==> config.mk <==
export PLATFORM = sky130hd
export DESIGN_NAME = oam_dma
export DESIGN_NICKNAME = d
export VERILOG_FILES = /design/src/rtl/oam_dma.sv
export SDC_FILE = /design/constraint.sdc
export NUM_CORES = 1
export LEC_CHECK = 0
export CAP_MARGIN = 20
export CORE_MARGIN = 4
export CORE_UTILIZATION = 45
export DETAILED_ROUTE_END_ITERATION = 12
export PLACE_DENSITY_LB_ADDON = 0.05
export SLEW_MARGIN = 20
export SYNTH_ARGS = -nofsm -noshare
export SYNTH_HDL_FRONTEND = slang
export SYNTH_SLANG_ARGS = --single-unit
==> constraint.sdc <==
create_clock -name cpu_clk -period 2.83 [get_ports cpu_clk]
set_clock_uncertainty 0.1 [all_clocks]
set_input_delay 0.566 -clock cpu_clk [delete_from_list [all_inputs] [get_ports cpu_clk]]
set_output_delay 0.566 -clock cpu_clk [all_outputs]
set_load 0.02 [all_outputs]
==> src/rtl/oam_dma.sv <==
// OAM DMA engine: a CPU write to TRIGGER_ADDR takes over the bus and copies
// one 256-byte page of system memory into the PPU OAM data port, one
// READ/WRITE pair per byte, after a HALT cycle and an optional ALIGN cycle.
module oam_dma #(
    parameter logic [15:0] TRIGGER_ADDR  = 16'h4014,
    parameter logic [15:0] OAM_DATA_ADDR = 16'h2004
) (
    input  logic        cpu_clk,
    input  logic        reset,
    input  logic [15:0] bus_addr,
    input  logic [7:0]  bus_din,
    input  logic        bus_wr,
    input  logic        odd_or_even,
    input  logic [7:0]  mem_din,
    output logic        dma_hijack,
    output logic [15:0] dma_addr,
    output logic        dma_rw,
    output logic [7:0]  dma_dout,
    output logic        dma_done
);

    typedef enum logic [2:0] {
        S_IDLE  = 3'd0,
        S_HALT  = 3'd1,
        S_ALIGN = 3'd2,
        S_READ  = 3'd3,
        S_WRITE = 3'd4
    } state_t;

    state_t      r_state;
    state_t      w_next;
    logic [7:0]  r_page;
    logic [7:0]  r_idx;
    logic [7:0]  r_data;
    logic        r_done;
    logic        w_trigger;

    // Only a CPU write to the trigger address while idle starts a transfer.
    assign w_trigger = (r_state == S_IDLE) && (bus_addr == TRIGGER_ADDR) && !bus_wr;

    // State, page/index/data latches and the completion pulse.
    always_ff @(posedge cpu_clk) begin
        if (reset) begin
            r_state <= S_IDLE;
            r_page  <= '0;
            r_idx   <= '0;
            r_data  <= '0;
            r_done  <= 1'b0;
        end else begin
            r_state <= w_next;
            r_done  <= (r_state == S_WRITE) && (r_idx == 8'hFF);
            if (w_trigger) begin
                r_page <= bus_din;
                r_idx  <= '0;
            end
            if (r_state == S_READ) begin
                r_data <= mem_din;
            end
            if (r_state == S_WRITE) begin
                r_idx <= r_idx + 8'd1;
            end
        end
    end

    // Next-state logic and output decode from registered state only.
    always_comb begin
        w_next     = r_state;
        dma_hijack = 1'b1;
        dma_addr   = 16'h0000;
        dma_rw     = 1'b1;
        dma_dout   = 8'h00;
        dma_done   = r_done;
        unique case (r_state)
            S_IDLE: begin
                dma_hijack = 1'b0;
                if (w_trigger) w_next = S_HALT;
            end
            S_HALT: begin
                // The trigger address is the only address that can start a
                // transfer, so the held trigger address is the parameter.
                dma_addr = TRIGGER_ADDR;
                w_next   = odd_or_even ? S_ALIGN : S_READ;
            end
            S_ALIGN: begin
                dma_addr = TRIGGER_ADDR;
                w_next   = S_READ;
            end
            S_READ: begin
                dma_addr = {r_page, r_idx};
                w_next   = S_WRITE;
            end
            S_WRITE: begin
                dma_addr = OAM_DATA_ADDR;
                dma_rw   = 1'b0;
                dma_dout = r_data;
                w_next   = (r_idx == 8'hFF) ? S_IDLE : S_READ;
            end
            default: begin
                dma_hijack = 1'b0;
                w_next     = S_IDLE;
            end
        endcase
    end

endmodule

==> impl_metrics.json, run 1 <==
{
  "ys_sh_xor_pct": 1.75,
  "slowest_delay_ps": 600,
  "grt-ovfl-total": 0,
  "fa_ha_area_share_pct": 0.835,
  "ys_sh_aoi_pct": 17.9,
  "cts_root_buffer": "clkbuf_4",
  "fin_setup_tns_ps": 0,
  "drive_gt1_share_pct": 7.69,
  "ant_nets": 0,
  "ys_warn_count": 0,
  "r2r_slack_ps": 860,
  "synth_cell_types": 39,
  "p_leak_uw": 0.000735,
  "yosysSeqAreaShare_pct": 37.4,
  "postSynthCellCount": 190,
  "synth_flops": 28,
  "warning_count": 26,
  "routed_wl_um": 4130,
  "slew_violations": 0,
  "clk_pin_slew_ps": 150,
  "chip_area_um2": 4320,
  "critPathLaunchType": "flop",
  "report.final.hold_viol_count": 0,
  "synth.comb.largest_family": "simple AND/OR/NAND/NOR gates",
  "hp-class": "flop to flop",
  "period_minus_slack_ps": 2680,
  "grt_pass1_vias": 1595,
  "die_w_um": 65.7,
  "area_delta_synth_final_pct": 46.4,
  "cts_tree": "yes",
  "grt.total_usage_pct": 20.1,
  "criticalPathCategory": "flop to output pin",
  "p_per_area_nw_per_um2": 383,
  "cts_max_path_buffers": 2,
  "final_nets": 285,
  "layout_top_cells": "clkdlybuf4s50_1, dfxtp_1, nand2_1, a21oi_1, and2_1",
  "antenna_found_initial": 0,
  "setup_viol_count_final": 0,
  "cap_violations": 0,
  "worst_pin_slew_ps": 537,
  "drc": 0,
  "fp_util_pct": 47.9,
  "ys_area_um2": 1500,
  "std_cell_rows": 20,
  "dr.pass1.iters": 5,
  "io_buffers": 62,
  "crit_arrival_ps": 2010,
  "place_congestion": 0.795,
  "max_freq_ghz": 0.374,
  "core_region_area_um2": 3130,
  "ys_cells": 190,
  "dp_hpwl_um": 3080,
  "vias": 1593,
  "diodes": 0,
  "status": "completed",
  "fin_crit_sh_pct": 94.5,
  "die_height_um": 65.7,
  "critPathSlowestCell": "clkdlybuf4s50_1",
  "netlist_area_um2": 1500,
  "ys_sh_mux_pct": 0,
  "cts_hold_repair.buffers": 0,
  "cp_data_required_time_ps": 2160,
  "end_kind": "output pin",
  "simple_gate_share_pct": 35.7,
  "grt_pass1_wl_um": 6900,
  "slew_headroom_pct": 64.1,
  "timing.hold.ws_ps": 368,
  "cts_buffers": 3,
  "htreeDepth": 1,
  "wl_per_cell_um": 14.2,
  "ios": 63,
  "peakVddDrop_mv": 0.336
}
-- run 1: path summary, 6_finish.rpt --
kind,start,depth (start not counted),end
setup reg to reg,r_state[2],5,r_idx[7]
hold / removal,r_data[7],2,r_data[7]
hold reg to reg,r_data[7],2,r_data[7]
setup / recovery,r_state[0],5,dma_addr[8]
-- run 1: registers in the layout (all words and copies together), names as in the netlist --
signal    flops
dma_done      1
r_state       3
r_data        8
r_page        8
r_idx         8
-- run 1: per-stage QoR --
stage	setup WS, ps	instance area (um2)	util, %	total power [uW]	instances
after floorplan	989	1500	-	500	190
after global placement	367	2120	67.7	576	285
after detailed placement	266	2120	67.7	581	285
after CTS	6.70	2170	69.4	839	289
after global routing	4.67	2190	70.2	872	291
final	155	2190	70.2	840	291
-- run 1: synthesized netlist by cell type --
master	count	area, um2
xnor2_1	2	17.5
o22ai_1	1	6.26
a21boi_0	1	7.51
nor2b_1	1	6.26
a211oi_1	1	7.51
clkbuf_1	7	26.3
or3_1	4	25.0
dfxtp_1	28	561
nor4b_2	1	15.0
nand4_1	11	68.8
a31oi_1	4	25.0
o21ai_0	10	50.1
ha_1	1	12.5
nand2_1	24	90.1
nor2_2	1	6.26
nand2b_1	1	6.26
o21ai_1	1	5.00
or2b_1	1	7.51
nor4_1	1	6.26
o21a_1	2	15.0
nor3_1	4	20.0
nor4b_1	2	17.5
nor3b_4	1	18.8
buf_6	3	33.8
and4_1	1	8.76
nand3_1	6	30.0
nor3_2	2	20.0
and3_1	2	12.5
a211oi_2	1	12.5
buf_2	4	20.0
inv_2	1	3.75
buf_4	1	7.51
nor2_1	8	30.0
a21oi_1	22	110
and2_1	21	131
xor2_1	1	8.76
nand3b_1	2	15.0
inv_1	1	3.75
o211ai_1	4	30.0
-- run 1: per-layer routing --
| metal | GRT usage (%) | vias up | part of all wire [%] |
|---|---|---|---|
| li1 | - | 787 | - |
| met1 | 22.6 | 746 | 41 |
| met2 | 37.7 | 55 | 52 |
| met3 | 4.10 | 5 | 6.2 |
| met4 | 5.70 | 0 | 0.87 |
| met5 | 0 | - | 0 |
-- run 1: final cells by class --
| cell class | instances | area [um2] |
|---|---|---|
| clock inverters | 1 | 30.0 |
| multi-input cells | 145 | 848 |
| well taps | 44 | 55.1 |
| clock buffers | 3 | 22.5 |
| flip-flops and latches | 28 | 566 |
| inverters | 2 | 7.51 |
| repair buffers | 68 | 666 |
| fillers | 278 | 933 |
-- run 1: kinds of logic (layout without fill, tap and decap cells) --
kind of cell               after synthesis  count (layout)
AOI/OAI and AO/OA                       47              47
xor gates and xnor gates                 3               3
adders and majority gates                1               1
buffers and inverters                   17              74
DFF                                     28              28
and+or+nand+nor                         94              94
-- run 1: worst max-delay path: cells and delay by family, from the launching register on --
family | cells | cell delay (ps)
flip-flops | 1 | 470
buffers and inverters | 2 | 820
AND/OR/NAND/NOR | 3 | 380
-- run 1: report_power, final --
part | internal (uW) | total [uW] | switching [uW]
logic | 89.0 | 164 | 75.0
registers | 401 | 414 | 13.4
clock network | 143 | 262 | 119
total | 633 | 840 | 207
-- run 1: timing repair --
action                                  4_1_cts  5_1_grt
resized                                       0        4
endpoints found under the setup margin        0       15
setup buffers                                 0        2
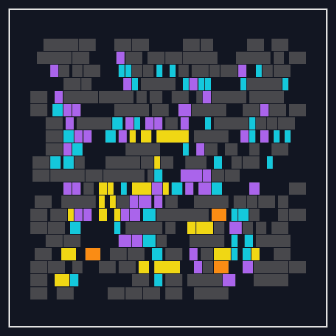
Run 1: gate families picked out
| colour | family | cells | most used |
|---|---|---|---|
| yellow | NOR gates | 21 | nor2_1 |
| purple | inverting AOI/OAI gates | 45 | a21oi_1 |
| cyan | NAND gates | 44 | nand2_1 |
| orange | XOR/XNOR gates | 3 | xnor2_1 |
Post-Layout Cell Count: 291
Comb area share: 38.7%
Top cell excl fill/tap: clkdlybuf4s50_1

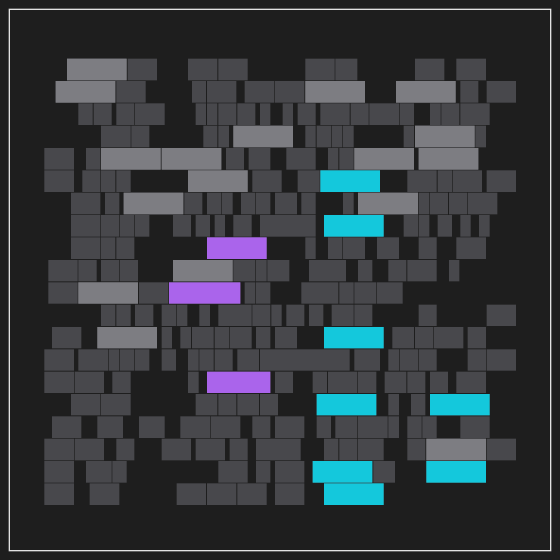
Run 1: where the registers sit
| colour | signal | placed flops |
|---|---|---|
| purple | r_state | 3 |
| cyan | r_idx | 8 |
Finished Core Util: 70.2%
Seq. pwr: 414 uW
flop share of the area: 25.8%
area occupied by registers: 566 um2

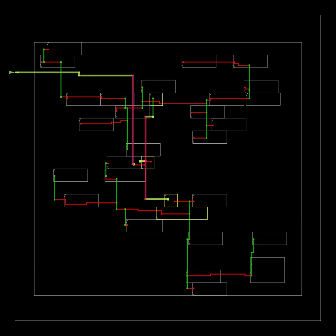
Run 1: clock routing
P_clk: 262 uW
Clock Sinks: 28

==> inputs of run 2 (changes only) <==
Settings changed: CORE_ASPECT_RATIO set to 1.75.
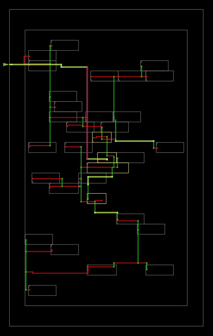
Run 2: clock routing
Latency at later pin: 280 ps
clock buffer count from CTS: 3
P_clk: 319 uW
Seq Cell Count: 28
number of clock buffers in the layout: 3

==> impl_metrics.json, run 2 <==
{
  "status": "completed",
  "std_cell_rows": 27,
  "top_cell": "dfxtp_1",
  "fillers": 288,
  "diodes": 0,
  "crit_arrival_ps": 2060,
  "ios": 63,
  "cts_hold_repair.buffers": 0,
  "yosysSeqAreaShare_pct": 37.4,
  "wl_per_cell_um": 15.1,
  "cp_data_required_time_ps": 2160,
  "die_w_um": 51.6,
  "critPathLaunchType": "flop",
  "largestRegisters": "r_data (8), r_idx (8), r_page (8)",
  "setup_viol_count_final": 0,
  "regArea_um2": 563,
  "report.final.hold_viol_count": 0,
  "p_per_area_nw_per_um2": 404,
  "period_minus_slack_ps": 2730,
  "ys_cells": 190,
  "drc": 0,
  "cp_max_fo": 12,
  "grt_pass1_wl_um": 7010,
  "clk_pin_slew_ps": 100,
  "cts_tree": "yes",
  "cts_root_buffer": "clkbuf_8",
  "synth_flops": 28,
  "grt.total_usage_pct": 20.3,
  "criticalPathCategory": "flop to output pin",
  "slowest_delay_ps": 600,
  "top_area_cell": "dfxtp_1",
  "p_leak_uw": 0.000752,
  "drive_gt1_share_pct": 8.80,
  "place_congestion": 0.830,
  "synth_cell_types": 39,
  "max_freq_ghz": 0.366,
  "chip_area_um2": 4350,
  "end_kind": "output pin",
  "ys.flop_type": "dfxtp_1",
  "die_height_um": 84.4,
  "area_delta_synth_final_pct": 48.6,
  "hp-class": "flop to flop",
  "core_region_area_um2": 3180,
  "crit_family": "buffers and inverters",
  "layout_top_cells": "clkdlybuf4s50_1, dfxtp_1, nand2_1, a21oi_1, and2_1",
  "worst_pin_slew_ps": 525,
  "ys_warn_count": 0,
  "fin_setup_tns_ps": 0,
  "cts_max_path_buffers": 2,
  "cap_violations": 0,
  "peakVddDrop_mv": 0.383,
  "grt-ovfl-total": 0,
  "slew_violations": 0,
  "dp_hpwl_um": 3340,
  "clock_sinks": 28,
  "ant_nets": 0,
  "synth_top_area_share_pct": 37.4,
  "netlist_area_um2": 1500,
  "fp_util_pct": 47.2,
  "fin_ws_ps": 99.7,
  "slew_headroom_pct": 64.7,
  "common_cells": "dfxtp_1, nand2_1, a21oi_1",
  "worst-path-buf-inv": 2,
  "final_nets": 288,
  "edf_count": 0,
  "postSynthCellCount": 190,
  "htreeDepth": 1,
  "critPathSlowestCell": "clkdlybuf4s50_1",
  "combGateArea_um2": 843,
  "grt_pass1_vias": 1616,
  "synthArstFlopShare_pct": 0,
  "ys_area_um2": 1500,
  "fin_crit_sh_pct": 96.5,
  "antenna_found_initial": 0,
  "dr.pass1.iters": 4,
  "warning_count": 26,
  "io_buffers": 62,
  "dp_slack_ps": 385
}
## run 2: cell counts after synthesis
No cell type changed its count.
## run 2: timing repair
| item | in CTS | in global routing |
|---|---|---|
| endpoints found under the hold margin | 0 | 0 |
| setup buffers | 0 | 0 |
| setup endpoints to repair | 0 | 11 |
| gates resized | 0 | 2 |
## run 2: worst reg2reg max path, delay by kind of cell, from the launching register on
| kind | cells | cell delay, ps |
|---|---|---|
| flops | 1 | 480 |
| compound gates | 1 | 170 |
| buf+inv | 3 | 400 |
| simple gates | 2 | 600 |
## run 2: path summary, 6_finish.rpt
check | start | to | slack (ps) | cells past startpoint
worst max register to register | r_state[2] | r_idx[7] | 1020 | 6
worst min-delay path | r_data[5] | r_data[5] | 360 | 2
worst min register to register | r_data[5] | r_data[5] | 360 | 2
worst max-delay path | r_state[0] | dma_addr[9] | 100 | 5
## run 2: power by group
group          total, uW  internal (uW)  switching, uW
logic                168           92.4           75.6
clock network        319            189            130
registers            412            400           12.7
## run 2: cell families after synthesis
family | after synthesis | share of synthesized area, %
compound gates | 47 | 17.9
xor+xnor | 3 | 1.75
fa+ha+maj | 1 | 0.835
buf+inv | 17 | 6.34
flops | 28 | 37.4
simple gates | 94 | 35.7
## run 2: cell type report
cell class / count / share of cell area [%]
Inverter: 2 / 0.337
Tap cell: 43 / 2.42
Clock buffer: 3 / 1.85
Multi-Input combinational cell: 145 / 37.9
Sequential cell: 28 / 25.3
Clock inverter: 1 / 1.35
Timing Repair Buffer: 71 / 30.9
## run 2: routing by layer
metal | part of all wire, % | global-route usage (%) | routed length [um] | up-vias
met5 | 0 | 0 | 0 | -
met4 | 0.54 | 6.21 | 24 | 0
met3 | 6.8 | 3.37 | 302 | 2
met2 | 57 | 38.7 | 2510 | 69
met1 | 36 | 21.7 | 1580 | 733
li1 | - | - | - | 786
## run 2: through the flow
| stage | instance area [um2] | total power (uW) | std cells | utilization [%] | hold slack, ps |
|---|---|---|---|---|---|
| global placement | 2150 | 583 | 289 | 67.8 | 338 |
| finish | 2230 | 899 | 293 | 70.1 | 356 |
| floorplan | 1500 | 500 | 190 | - | 332 |
| detailed placement | 2150 | 586 | 289 | 67.8 | 344 |
| CTS | 2220 | 901 | 293 | 70.1 | 358 |
| global route | 2230 | 933 | 293 | 70.1 | 378 |
==> inputs of run 3 (changes only) <==
Settings changed: CTS_CLUSTER_SIZE set to 8.
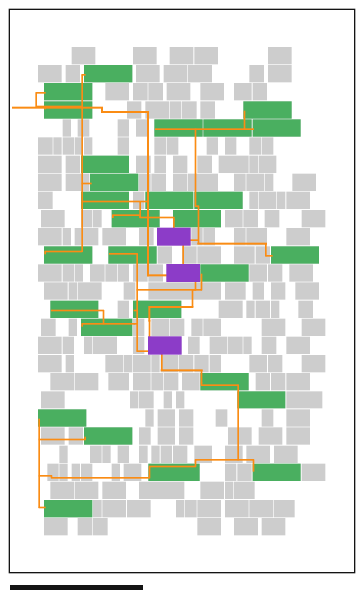
Run 3: clock network drawn from the DEF
Bar = 20 um.
[orange] clock wires | length: 346 um
[green] flip-flops | count: 28
[purple] cells driving clock nets | count: 3
routed clock nets: 4
Clock power frac: 35.5%

==> impl_metrics.json, run 3 <==
{
  "cts_max_path_buffers": 2,
  "warning_count": 26,
  "place_congestion": 0.830,
  "grt_pass1_vias": 1616,
  "largestRegisters": "r_data (8), r_idx (8), r_page (8)",
  "yosysSeqAreaShare_pct": 37.4,
  "crit_path_end": "dma_addr[9]",
  "synth_flops": 28,
  "mostFrequentLayoutCell": "clkdlybuf4s50_1",
  "vias": 1590,
  "ios": 63,
  "top_area_cell": "dfxtp_1",
  "postSynthCellCount": 190,
  "use_met3_pct": 3.37,
  "drive_gt1_share_pct": 8.80,
  "slew_violations": 0,
  "chip_area_um2": 4350,
  "post_cts_buffers": 0,
  "grt.met2_usage_pct": 38.7,
  "cts.repair.resized": 0,
  "clk_pin_slew_ps": 100,
  "area_delta_synth_final_pct": 48.6,
  "final_nets": 288,
  "placed_cells": 289,
  "dp_hpwl_um": 3340,
  "r2r-start": "r_state[2]",
  "ys.flop_type": "dfxtp_1",
  "drc": 0,
  "cp_max_fo": 12,
  "grt.total_usage_pct": 20.3,
  "report.final.hold_viol_count": 0,
  "core_region_area_um2": 3180,
  "routed_wl_um": 4420,
  "top_cell": "dfxtp_1",
  "die_height_um": 84.4,
  "fin_crit_sh_pct": 96.5,
  "period_minus_slack_ps": 2730,
  "regArea_um2": 563,
  "io_buffers": 62,
  "cts_hold_repair.buffers": 0,
  "clock_latency_ps": 280,
  "cp_data_required_time_ps": 2160,
  "hp-class": "flop to flop",
  "cp-startpoint": "r_state[0]",
  "cts_buffers": 3,
  "die_w_um": 51.6,
  "fillers": 288,
  "critPathSlowestCell": "clkdlybuf4s50_1",
  "common_cells": "dfxtp_1, nand2_1, a21oi_1",
  "layout_top_cells": "clkdlybuf4s50_1, dfxtp_1, nand2_1, a21oi_1, and2_1",
  "cts_tree": "yes",
  "fp_util_pct": 47.2,
  "use_met1_pct": 21.7,
  "final_cells": 293,
  "p_per_area_nw_per_um2": 404,
  "std_cell_rows": 27,
  "r2r_cells": 6,
  "min_path_cells": 2,
  "max_freq_ghz": 0.366,
  "edf_count": 0,
  "end_kind": "output pin",
  "diodes": 0,
  "grt_pass1_wl_um": 7010,
  "slowest_delay_ps": 600,
  "fin_setup_tns_ps": 0,
  "busiest_layer": "met2",
  "critPathLaunchType": "flop",
  "wl_per_cell_um": 15.1,
  "r2r_slack_ps": 1020,
  "area_leaders": "dfxtp_1, and2_1, a21oi_1, nand2_1, nand4_1",
  "antenna_found_initial": 0,
  "status": "completed",
  "p_leak_uw": 0.000752,
  "ant_nets": 0,
  "criticalPathCategory": "flop to output pin",
  "peakVddDrop_mv": 0.383,
  "netlist_area_um2": 1500,
  "path_cells": "nand2_1 > nor2_1 > buf_4 > and2_1 > clkdlybuf4s50_1",
  "synth_cell_types": 39,
  "setup_viol_count_final": 0,
  "clock_sinks": 28,
  "ys_warn_count": 0,
  "ys_area_um2": 1500,
  "ys_cells": 190
}
[run 3: power breakdown]
part | internal, uW | switching [uW]
clock | 189 | 130
sequential | 400 | 12.7
combinational | 92.4 | 75.6
[run 3: kinds of logic (layout without fill, tap and decap cells)]
logic type      after synthesis  after routing  share of synthesized area, %
compound gates               47             47                          17.9
xor+xnor                      3              3                          1.75
fa+ha+maj                     1              1                         0.835
buf+inv                      17             77                          6.34
simple gates                 94             94                          35.7
flops                        28             28                          37.4
[run 3: metal layers]
metal	vias to the layer above	wire length [um]
met4	0	24
met5	-	0
met3	2	302
met2	69	2510
met1	733	1580
li1	786	-
[run 3: worst min path at each step]
stage / startpoint / end
finish: r_data[5] / r_data[5]
global route: r_data[5] / r_data[5]
CTS: r_data[5] / r_data[5]
detailed placement: r_data[5] / r_data[5]
global placement: r_data[0] / r_data[0]
floorplan: r_data[0] / r_data[0]
[run 3: critical path: cells and delay by family, from the launching register on]
kind	cells	cell delay, ps
buffers and inverters	2	790
AND/OR/NAND/NOR	3	450
flip-flops	1	550
[run 3: layout make-up]
class	instances	share of cell area (%)
clock buffer	3	1.85
multi-input combinational	145	37.9
inverter	2	0.337
timing repair buffer	71	30.9
tap	43	2.42
clock inverter	1	1.35
sequential	28	25.3
[run 3: per-stage QoR]
| step | instance area [um2] | hold slack (ps) | setup WS, ps | util, % | power, uW |
|---|---|---|---|---|---|
| CTS | 2220 | 358 | 70.2 | 70.1 | 901 |
| global route | 2230 | 378 | 8.00 | 70.1 | 933 |
| floorplan | 1500 | 332 | 989 | - | 500 |
| finish | 2230 | 356 | 99.7 | 70.1 | 899 |
| global placement | 2150 | 338 | 419 | 67.8 | 583 |
| detailed placement | 2150 | 344 | 385 | 67.8 | 586 |
Power figures rest on the tool's default switching activity, not on a simulated workload.
